Fig. 1: clock distribution
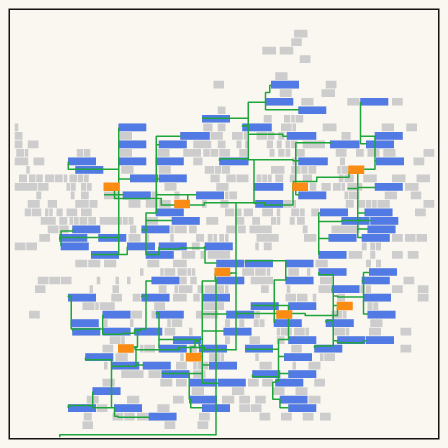
Fig. 2: routed metal, one colour a layer
Two of the layers only.
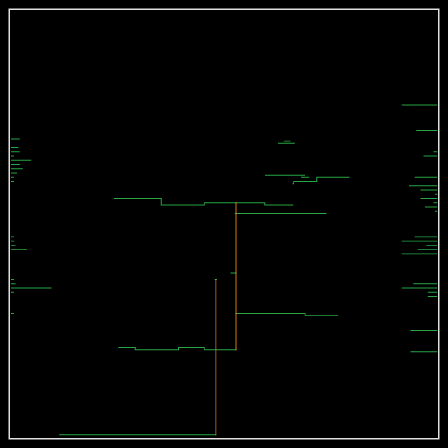
Fig. 3: pin placement
Pins as bars across the die edge, other pins in grey.
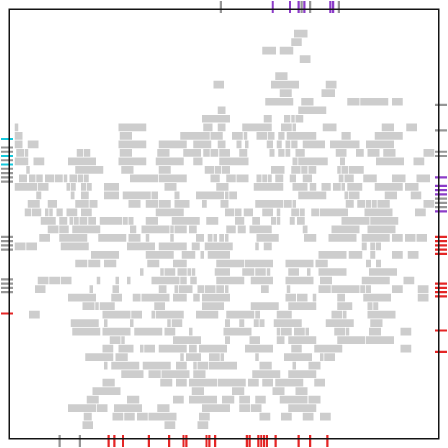
Fig. 4: cell classes on the final placement
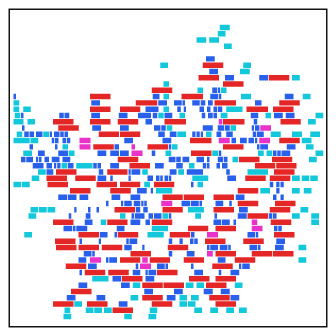
Fig. 5: routing congestion
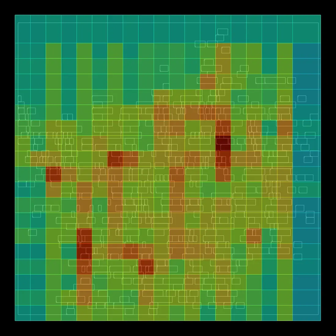
`config.mk`:
```
export PLATFORM = sky130hd
export DESIGN_NAME = prog_loader_flat
export DESIGN_NICKNAME = d
export VERILOG_FILES = /design/src/rtl/prog_loader_pkg.sv /design/src/rtl/prog_loader_if.sv /design/src/rtl/prog_loader_byte_packer.sv /design/src/rtl/prog_loader.sv /design/src/flat_wrapper.sv
export SDC_FILE = /design/constraint.sdc
export NUM_CORES = 1
export LEC_CHECK = 0
export CAP_MARGIN = 25
export CORE_UTILIZATION = 25
export CTS_BUF_LIST = sky130_fd_sc_hd__clkbuf_4 sky130_fd_sc_hd__clkbuf_8
export DETAILED_ROUTE_END_ITERATION = 8
export PLACE_DENSITY_LB_ADDON = 0.25
export SLEW_MARGIN = 10
export SYNTH_ARGS = -nofsm -noshare
export SYNTH_HDL_FRONTEND = slang
export SYNTH_SLANG_ARGS = --single-unit
```
`constraint.sdc`:
```
create_clock -name clk -period 2.34 [get_ports clk]
set_clock_uncertainty 0.2 [all_clocks]
set_input_delay 0.351 -clock clk [delete_from_list [all_inputs] [get_ports clk]]
set_output_delay 0.351 -clock clk [all_outputs]
set_load 0.05 [all_outputs]
```
`src/rtl/prog_loader_pkg.sv`:
```
// Shared definitions for the boot-time program loader.
// Optional feature macro: LOADER_CHECKSUM_EN (trailing XOR checksum byte).
package loader_pkg;

    localparam int BYTES_PER_WORD = 4;
    localparam int HDR_BYTES      = 2;

    typedef enum logic [2:0] {
        S_IDLE = 3'd0,
        S_HDR  = 3'd1,
        S_DATA = 3'd2,
        S_CHK  = 3'd3,
        S_DONE = 3'd4,
        S_ERR  = 3'd5
    } state_t;

endpackage

```
`src/rtl/prog_loader_if.sv`:
```
// Byte-stream input and imem write port of the program loader.
// Handshake: a byte moves on every rising clk edge where s_valid && s_ready;
// the source holds s_data stable and keeps s_valid high until that edge, and
// s_ready never depends on s_valid. imem_we is a one-cycle write strobe that
// qualifies imem_addr/imem_wdata; there is no back-pressure on the write side.
interface prog_loader_if #(
    parameter int IMEM_AW = 10
);
    logic [7:0]         s_data;
    logic               s_valid;
    logic               s_ready;
    logic               imem_we;
    logic [IMEM_AW-1:0] imem_addr;
    logic [31:0]        imem_wdata;

    // Byte source plus imem observer side.
    modport master (
        output s_data, s_valid,
        input  s_ready, imem_we, imem_addr, imem_wdata
    );

    // Loader side.
    modport slave (
        input  s_data, s_valid,
        output s_ready, imem_we, imem_addr, imem_wdata
    );
endinterface

```
`src/rtl/prog_loader_byte_packer.sv`:
```
// Little-endian byte-to-word assembler. The first byte of a word lands in
// bits [7:0]; word/word_valid are combinational on the 4th byte so the
// caller can register them into its write stage without a bubble.
module byte_packer
    import loader_pkg::*;
(
    input  logic        clk,
    input  logic        rst,
    input  logic        clear,
    input  logic        byte_en,
    input  logic [7:0]  byte_data,
    output logic        word_valid,
    output logic [31:0] word
);
    localparam logic [1:0] LAST_IDX = 2'(BYTES_PER_WORD - 1);

    logic [1:0]  byte_idx;
    logic [23:0] lower_q;

    // Byte index and the three lower bytes of the word being assembled.
    always_ff @(posedge clk or negedge rst) begin
        if (!rst) begin
            byte_idx <= 2'd0;
            lower_q  <= 24'd0;
        end else if (clear) begin
            byte_idx <= 2'd0;
            lower_q  <= 24'd0;
        end else if (byte_en) begin
            byte_idx <= byte_idx + 2'd1;
            case (byte_idx)
                2'd0:    lower_q[7:0]   <= byte_data;
                2'd1:    lower_q[15:8]  <= byte_data;
                2'd2:    lower_q[23:16] <= byte_data;
                default: lower_q        <= lower_q;
            endcase
        end
    end

    assign word_valid = byte_en && (byte_idx == LAST_IDX);
    assign word       = {byte_data, lower_q};

endmodule

```
`src/rtl/prog_loader.sv`:
```
// Boot-time program loader: receives "N lo, N hi, N*4 data bytes [, xor]"
// and writes N words to imem from address 0, holding the CPU in reset
// until the load has succeeded.
// Optional feature macro: LOADER_CHECKSUM_EN (adds the CHK state).
module prog_loader
    import loader_pkg::*;
#(
    parameter int IMEM_AW = 10,
    parameter int INST_W  = 32
)(
    input  logic             clk,
    input  logic             rst,
    input  logic             start,
    prog_loader_if.slave     bus,
    output logic             cpu_rst,
    output logic             busy,
    output logic             done,
    output logic             error,
    output logic [IMEM_AW:0] words_loaded,
    output state_t           dbg_state
);
    localparam logic [16:0] DEPTH = 17'(2 ** IMEM_AW);
`ifdef LOADER_CHECKSUM_EN
    localparam state_t AFTER_DATA = S_CHK;
`else
    localparam state_t AFTER_DATA = S_DONE;
`endif

    state_t              state, state_next;
    logic                accept, clear, last_write;
    logic                hdr_idx;
    logic [7:0]          n_lo;
    logic [15:0]         n_hdr;
    logic [IMEM_AW:0]    n_words;
    logic                word_valid;
    logic [INST_W-1:0]   word;
    logic                imem_we_q;
    logic [IMEM_AW-1:0]  addr_q;
    logic [INST_W-1:0]   wdata_q;
`ifdef LOADER_CHECKSUM_EN
    logic [7:0]          csum;
`endif

    assign accept     = bus.s_valid && bus.s_ready;
    assign n_hdr      = {bus.s_data, n_lo};
    // The final word's write cycle: stop taking bytes and leave DATA after it.
    assign last_write = imem_we_q && (words_loaded == n_words);

    // Next-state and Moore status outputs.
    always_comb begin
        state_next  = state;
        bus.s_ready = 1'b0;
        busy        = 1'b0;
        cpu_rst     = 1'b1;
        done        = 1'b0;
        error       = 1'b0;
        clear       = 1'b0;
        case (state)
            S_IDLE: begin
                if (start) begin
                    state_next = S_HDR;
                    clear      = 1'b1;
                end
            end
            S_HDR: begin
                bus.s_ready = 1'b1;
                busy        = 1'b1;
                if (accept && hdr_idx) begin
                    if ({1'b0, n_hdr} > DEPTH) state_next = S_ERR;
                    else if (n_hdr == 16'd0)   state_next = AFTER_DATA;
                    else                       state_next = S_DATA;
                end
            end
            S_DATA: begin
                bus.s_ready = !last_write;
                busy        = 1'b1;
                if (last_write) state_next = AFTER_DATA;
            end
`ifdef LOADER_CHECKSUM_EN
            S_CHK: begin
                bus.s_ready = 1'b1;
                busy        = 1'b1;
                if (accept) state_next = (bus.s_data == csum) ? S_DONE : S_ERR;
            end
`endif
            S_DONE: begin
                done    = 1'b1;
                cpu_rst = 1'b0;
                if (start) begin
                    state_next = S_HDR;
                    clear      = 1'b1;
                end
            end
            S_ERR: begin
                error = 1'b1;
                if (start) begin
                    state_next = S_HDR;
                    clear      = 1'b1;
                end
            end
            default: state_next = S_IDLE;
        endcase
    end

    // State register.
    always_ff @(posedge clk or negedge rst) begin
        if (!rst) state <= S_IDLE;
        else      state <= state_next;
    end

    assign dbg_state = state;

    // Header capture: low byte first, then latch the word count.
    always_ff @(posedge clk or negedge rst) begin
        if (!rst) begin
            hdr_idx <= 1'b0;
            n_lo    <= 8'd0;
            n_words <= '0;
        end else if (clear) begin
            hdr_idx <= 1'b0;
        end else if (state == S_HDR && accept) begin
            hdr_idx <= ~hdr_idx;
            if (!hdr_idx) n_lo    <= bus.s_data;
            else          n_words <= n_hdr[IMEM_AW:0];
        end
    end

    byte_packer u_packer (
        .clk        (clk),
        .rst        (rst),
        .clear      (clear),
        .byte_en    (accept && (state == S_DATA)),
        .byte_data  (bus.s_data),
        .word_valid (word_valid),
        .word       (word)
    );

    // Registered write stage; the count steps on the edge that raises imem_we.
    always_ff @(posedge clk or negedge rst) begin
        if (!rst) begin
            imem_we_q    <= 1'b0;
            addr_q       <= '0;
            wdata_q      <= '0;
            words_loaded <= '0;
        end else begin
            imem_we_q <= word_valid;
            if (clear) begin
                words_loaded <= '0;
            end else if (word_valid) begin
                addr_q       <= words_loaded[IMEM_AW-1:0];
                wdata_q      <= word;
                words_loaded <= words_loaded + (IMEM_AW+1)'(1);
            end
        end
    end

    assign bus.imem_we    = imem_we_q;
    assign bus.imem_addr  = addr_q;
    assign bus.imem_wdata = wdata_q;

`ifdef LOADER_CHECKSUM_EN
    // Running XOR over every accepted header and data byte.
    always_ff @(posedge clk or negedge rst) begin
        if (!rst)                                             csum <= 8'd0;
        else if (clear)                                       csum <= 8'd0;
        else if (accept && (state == S_HDR || state == S_DATA)) csum <= csum ^ bus.s_data;
    end
`endif

endmodule

```
`src/flat_wrapper.sv`:
```
// flat-port wrapper written by rule: the top's interface ports become plain ports
module prog_loader_flat import loader_pkg::*;
#(
    parameter int IMEM_AW = 10,
    parameter int INST_W  = 32
)
  (clk, rst, start, cpu_rst, busy, done, error, words_loaded, dbg_state, bus_s_data, bus_s_valid, bus_s_ready, bus_imem_we, bus_imem_addr, bus_imem_wdata);
  prog_loader_if #(.IMEM_AW(IMEM_AW)) bus_i ();
  input  logic clk;
  input  logic rst;
  input  logic start;
  output logic cpu_rst;
  output logic busy;
  output logic done;
  output logic error;
  output logic [IMEM_AW:0] words_loaded;
  output state_t dbg_state;
  input wire logic [$bits(bus_i.s_data)-1:0] bus_s_data;
  input wire logic [$bits(bus_i.s_valid)-1:0] bus_s_valid;
  output wire logic [$bits(bus_i.s_ready)-1:0] bus_s_ready;
  output wire logic [$bits(bus_i.imem_we)-1:0] bus_imem_we;
  output wire logic [$bits(bus_i.imem_addr)-1:0] bus_imem_addr;
  output wire logic [$bits(bus_i.imem_wdata)-1:0] bus_imem_wdata;
  assign bus_i.s_data = bus_s_data;
  assign bus_i.s_valid = bus_s_valid;
  assign bus_s_ready = bus_i.s_ready;
  assign bus_imem_we = bus_i.imem_we;
  assign bus_imem_addr = bus_i.imem_addr;
  assign bus_imem_wdata = bus_i.imem_wdata;
  prog_loader #(.IMEM_AW(IMEM_AW), .INST_W(INST_W)) u_core (.clk(clk), .rst(rst), .start(start), .bus(bus_i), .cpu_rst(cpu_rst), .busy(busy), .done(done), .error(error), .words_loaded(words_loaded), .dbg_state(dbg_state));
endmodule
```
==> results.rst <==
Run summary
-----------

.. list-table::
   :header-rows: 1

   * - Metric
     - Value
   * - Layout cell share with drive strength beyond 1
     - 0.2701
   * - Cell variety after synth
     - 42
   * - RSZ-0062 raised after global routing
     - true
   * - Slowest stage delay, CP
     - 0.46 ns
   * - Reg-to-reg critical path startpoint
     - u_core.words_loaded[6]$_DFFE_PN0P_
   * - Number of hold-slack violations in the final timing report
     - 0
   * - Critical path class
     - flop to output port
   * - Data required time of the worst path
     - 1.79 ns
   * - Post-synthesis net count
     - just under 400
   * - I/O pin count
     - 74
   * - Total of hold buffers inserted after clock tree synthesis
     - 1
   * - Number of cells on the critical path
     - 6
   * - Count of library flops with an enable pin
     - 0
   * - Post-synthesis mux area share
     - 0.1858
   * - Final critical path time including I/O delays and setup
     - between 2 and 2.5 ns
   * - Register area
     - between 2000 and 3000 µm²
   * - Worst setup timing slack at the placement stage
     - -0.006555 ns
   * - Simple-gate portion of the synthesized area
     - 0.1108
   * - Num rows
     - roughly 48
   * - Worst Path Arrival
     - 1.88 ns
   * - Vias
     - around 3200
   * - Status
     - complete, but fails checks
   * - Post CTS Setup Buffer Count
     - 6
   * - Tally of max-capacitance violations
     - 0
   * - Count of fill cells added during filler insertion
     - 1759
   * - Via density per instance
     - 4.497
   * - Total routing usage reported by global routing
     - 0.1289
   * - Largest non-sequential cell family by area
     - multiplexers
   * - Asr flop ratio synth
     - 1.000
   * - Leading post-synthesis cells by instance count
     - 103 x sky130_fd_sc_hd__dfrtp_1, 47 x sky130_fd_sc_hd__mux2_2, 40 x sky130_fd_sc_hd__nand2_1
   * - Type of the worst min-delay path
     - input pin to asynchronous set/reset pin
   * - Slowest cell on the critical path
     - sky130_fd_sc_hd__or3_4
   * - TritonCTS sink count
     - roughly 100
   * - Setup WS post-layout
     - -0.09375 ns
   * - Pin slew with the least headroom to its limit
     - approximately 0.55 ns
   * - Portion of synthesized cell area occupied by the leading cell type
     - 0.5678
   * - Critical path startpoint category
     - flop
   * - Number of antenna diodes
     - 0
   * - Number of gates resized after CTS
     - 5
   * - Fin crit share
     - 1.040
   * - OpenROAD warning count
     - 31
   * - Critical path cell sequence
     - xnor2_1, nand4_1, or3_4, nand2b_4, a21oi_2, buf_6
   * - Number of global-route vias before repair
     - around 3300
   * - Yosys stat area
     - approximately 4500 µm²
   * - Share of synthesized area occupied by flip-flops and latches
     - 0.5678
   * - Final GP Congestion
     - approximately 0.74
   * - Synthesis-to-finish area growth
     - 35.17%
   * - Mean cell area of the mapped netlist
     - around 12 µm²
   * - # DRC
     - 0
   * - Pin count of the biggest net entering global routing
     - approximately 50
   * - Overall die area
     - 18700 µm²
   * - Count of final setup violators
     - between 40 and 50
   * - Critical Path Sink Type
     - output port
   * - Largest area contributor in the netlist
     - sky130_fd_sc_hd__dfrtp_1
   * - Summed instance area of the synthesized netlist
     - 4539 µm²
   * - Power after layout
     - 4.044 mW
   * - Number of max-slew violations in the final report
     - 0
   * - Total clock buffers created by CTS
     - 9
   * - Master cell of the clock root buffer
     - sky130_fd_sc_hd__clkbuf_8
   * - Endpoint of the lowest-slack register-to-register path
     - u_core.words_loaded[5]$_DFFE_PN0P_
   * - Number of cell instances on the worst register-to-register path
     - 8
   * - Number of cells in the yosys synthesis report
     - 373
   * - Remaining antenna violation count
     - 0
   * - Synthesized instance count
     - 373
   * - First-pass GRT wire length
     - around 18 mm
   * - Failing checks
     - setup timing
   * - Bufs on Longest Clock Path
     - 2
   * - Half-perimeter wire length after placement
     - roughly 8 mm
   * - Synthesized-area fraction occupied by xor and xnor cells
     - 0.02508
   * - # H-tree levels
     - 3
   * - Family with the most delay on the worst path
     - simple AND/OR/NAND/NOR gates
   * - #FFs+latches synth
     - 103
   * - First-pass iteration count of the detailed router
     - 4
   * - Flop2flop setup slack
     - -0.06 ns
   * - Termination of the worst setup path
     - bus_s_ready
   * - Routed wire length
     - ~11 mm
   * - Nets
     - ~500
   * - Worst-path fanout max
     - 3
   * - Worst vdd rail ir drop
     - around 0.66 mV
   * - Dominant cell by count in the synthesized netlist
     - sky130_fd_sc_hd__dfrtp_1
   * - Share of the core filled by cells before placement
     - 0.2588
   * - TritonCTS clock tree
     - done
   * - Antenna violations before repair
     - 0
   * - Fmax achieved
     - 410.9 MHz
   * - Buffering stage count on the worst path with inverters included
     - 1
   * - Count of warnings emitted by yosys
     - 0
   * - Worst setup startpoint
     - u_core.words_loaded[6]$_DFFE_PN0P_
   * - Clock Pin Slew Worst Setup and Hold Paths
     - 0.10 ns
   * - Leakage power figure
     - roughly 2.9 nW
   * - Power Density
     - ~660 nW/µm²
   * - Adder and majority cell fraction of the synthesized area
     - 0.01378
   * - Remaining max-slew budget at the tightest pin
     - 0.6342
   * - Compound Share, Synth
     - 0.06036
   * - Logic area
     - 1844 µm²
   * - Initial detailed-routing violation count
     - between 150 and 200
   * - Main area contributors after synthesis
     - sky130_fd_sc_hd__dfrtp_1 57%, sky130_fd_sc_hd__mux2_2 12%, sky130_fd_sc_hd__mux2i_1 6.2%, sky130_fd_sc_hd__nand2_1 3.3%, sky130_fd_sc_hd__o21ai_0 2.9%
   * - Ys flop type
     - sky130_fd_sc_hd__dfrtp_1
   * - Grt ovf
     - 0
About Fig. 1:
[cells driving clock nets] orange | count: 9
[clock wires] green | length: 1270 µm
[flip-flops] blue | count: 103
routed clock nets: 10
clk ins delay skew pair: 0.37 ns
part of the total power dissipated in the clock network: 0.260
power attributed to the clock group: 1.05 mW

About Fig. 2:
[met3] green | wire length: 433 µm
[met4] orange | wire length: 96.6 µm

About Fig. 3:
[`words_loaded`] purple | pins: 11 | direction: output | edge: 6 top, 5 right
[`dbg_state`] cyan | pins: 3 | direction: output | edge: left
[`bus_imem_wdata`] red | pins: 32 | direction: output | edge: 20 bottom, 11 right, 1 left
all pins by edge: 23 right, 22 bottom, 19 left, 10 top
Chip Width: 136.8 µm
chip height: 136.8 µm
# port buffers: 73

About Fig. 4:
[clock drivers and dummy loads] magenta | cells: 16 | share of their area: 3.1%
[flops] red | cells: 103 | share of their area: 44%
[all other logic] blue | cells: 252 | share of their area: 32%
[other buffers and delay cells] cyan | cells: 114 | share of their area: 20%
placeable core region: 17540 µm²
core occupancy in the finished layout: 0.3499
share of cell area taken by flip-flops and latches: 0.4215

About Fig. 5:
layer with the highest usage: met2
GRT met1 Usage: 0.1771
routing usage on met3: 0.03148
global-route met2 utilization: 0.2008
Routed wire per std cell: 15.88 µm

==> sequential cells by signal (all words and copies together) (netlist names) <==
name / flops
u_core.bus.imem_addr: 10
u_core.bus.imem_wdata: 32
u_core.bus.imem_we: 1
u_core.dbg_state: 3
u_core.hdr_idx: 1
u_core.n_lo: 8
u_core.n_words: 11
u_core.u_packer.byte_idx: 2
u_core.u_packer.lower_q: 24
u_core.words_loaded: 11
==> cell usage in the layout, fill, tap and decap left out, types with 2 or more instances in the layout <==
master,count
sky130_fd_sc_hd__a21oi_1,2
sky130_fd_sc_hd__xor2_1,2
sky130_fd_sc_hd__mux2_1,3
sky130_fd_sc_hd__nand2_1,40
sky130_fd_sc_hd__nand4_1,7
sky130_fd_sc_hd__nor2b_1,2
sky130_fd_sc_hd__clkbuf_4,2
sky130_fd_sc_hd__a221o_1,4
sky130_fd_sc_hd__dlymetal6s2s_1,11
sky130_fd_sc_hd__nor4_1,4
sky130_fd_sc_hd__and3_1,6
sky130_fd_sc_hd__mux2i_1,27
sky130_fd_sc_hd__o21ai_0,26
sky130_fd_sc_hd__and2_1,4
sky130_fd_sc_hd__o311ai_0,2
sky130_fd_sc_hd__dfrtp_2,7
sky130_fd_sc_hd__mux2_2,47
sky130_fd_sc_hd__inv_1,13
sky130_fd_sc_hd__clkbuf_8,11
sky130_fd_sc_hd__nand3_1,8
sky130_fd_sc_hd__nand2b_1,3
sky130_fd_sc_hd__clkdlybuf4s50_1,54
sky130_fd_sc_hd__xnor2_1,9
sky130_fd_sc_hd__buf_6,2
sky130_fd_sc_hd__clkinv_2,2
sky130_fd_sc_hd__o211ai_1,3
sky130_fd_sc_hd__dfrtp_1,96
sky130_fd_sc_hd__ha_1,5
sky130_fd_sc_hd__buf_4,35
sky130_fd_sc_hd__nor2_1,7
sky130_fd_sc_hd__buf_12,9
sky130_fd_sc_hd__xnor2_2,2
sky130_fd_sc_hd__nor3_2,2
sky130_fd_sc_hd__nor3_1,7
==> per-stage QoR <==
| step | setup TNS [ns] | hold slack (ns) | instance area [µm²] | util | std cells |
|---|---|---|---|---|---|
| after floorplan | 0 | -0.1446 | 4557 | - | 373 |
| after global placement | 0 | 0.1368 | 5767 | 0.3288 | 684 |
| after detailed placement | -0.006555 | 0.1349 | 5767 | 0.3288 | 684 |
| after CTS | -0.1309 | 0.2569 | 6025 | 0.3435 | 707 |
| after global routing | -4.016 | 0.2747 | 6136 | 0.3499 | 710 |
| final | -0.7067 | 0.2550 | 6136 | 0.3499 | 710 |
==> per-layer routing <==
layer  vias to the layer above  track usage  part of all wire
li1                       1525            -                 -
met5                         -            0                 0
met2                        65       0.2008              0.45
met3                         6      0.03148             0.038
met1                      1597       0.1771              0.50
met4                         0      0.03519            0.0085
==> area by class of cell <==
type,instances,share of cell area
multi-input cells,238,0.3006
clock inverters,3,0.002855
clock buffers,13,0.02712
inverters,14,0.008564
flip-flops and latches,103,0.4215
repair buffers,114,0.1935
well taps,225,0.04588
==> power by group <==
| part | switching, mW | internal [mW] | total (mW) |
|---|---|---|---|
| sequential | 0.164 | 1.96 | 2.13 |
| combinational | 0.435 | 0.429 | 0.864 |
| clock | 0.586 | 0.466 | 1.05 |
Power and IR drop assume default switching activity.
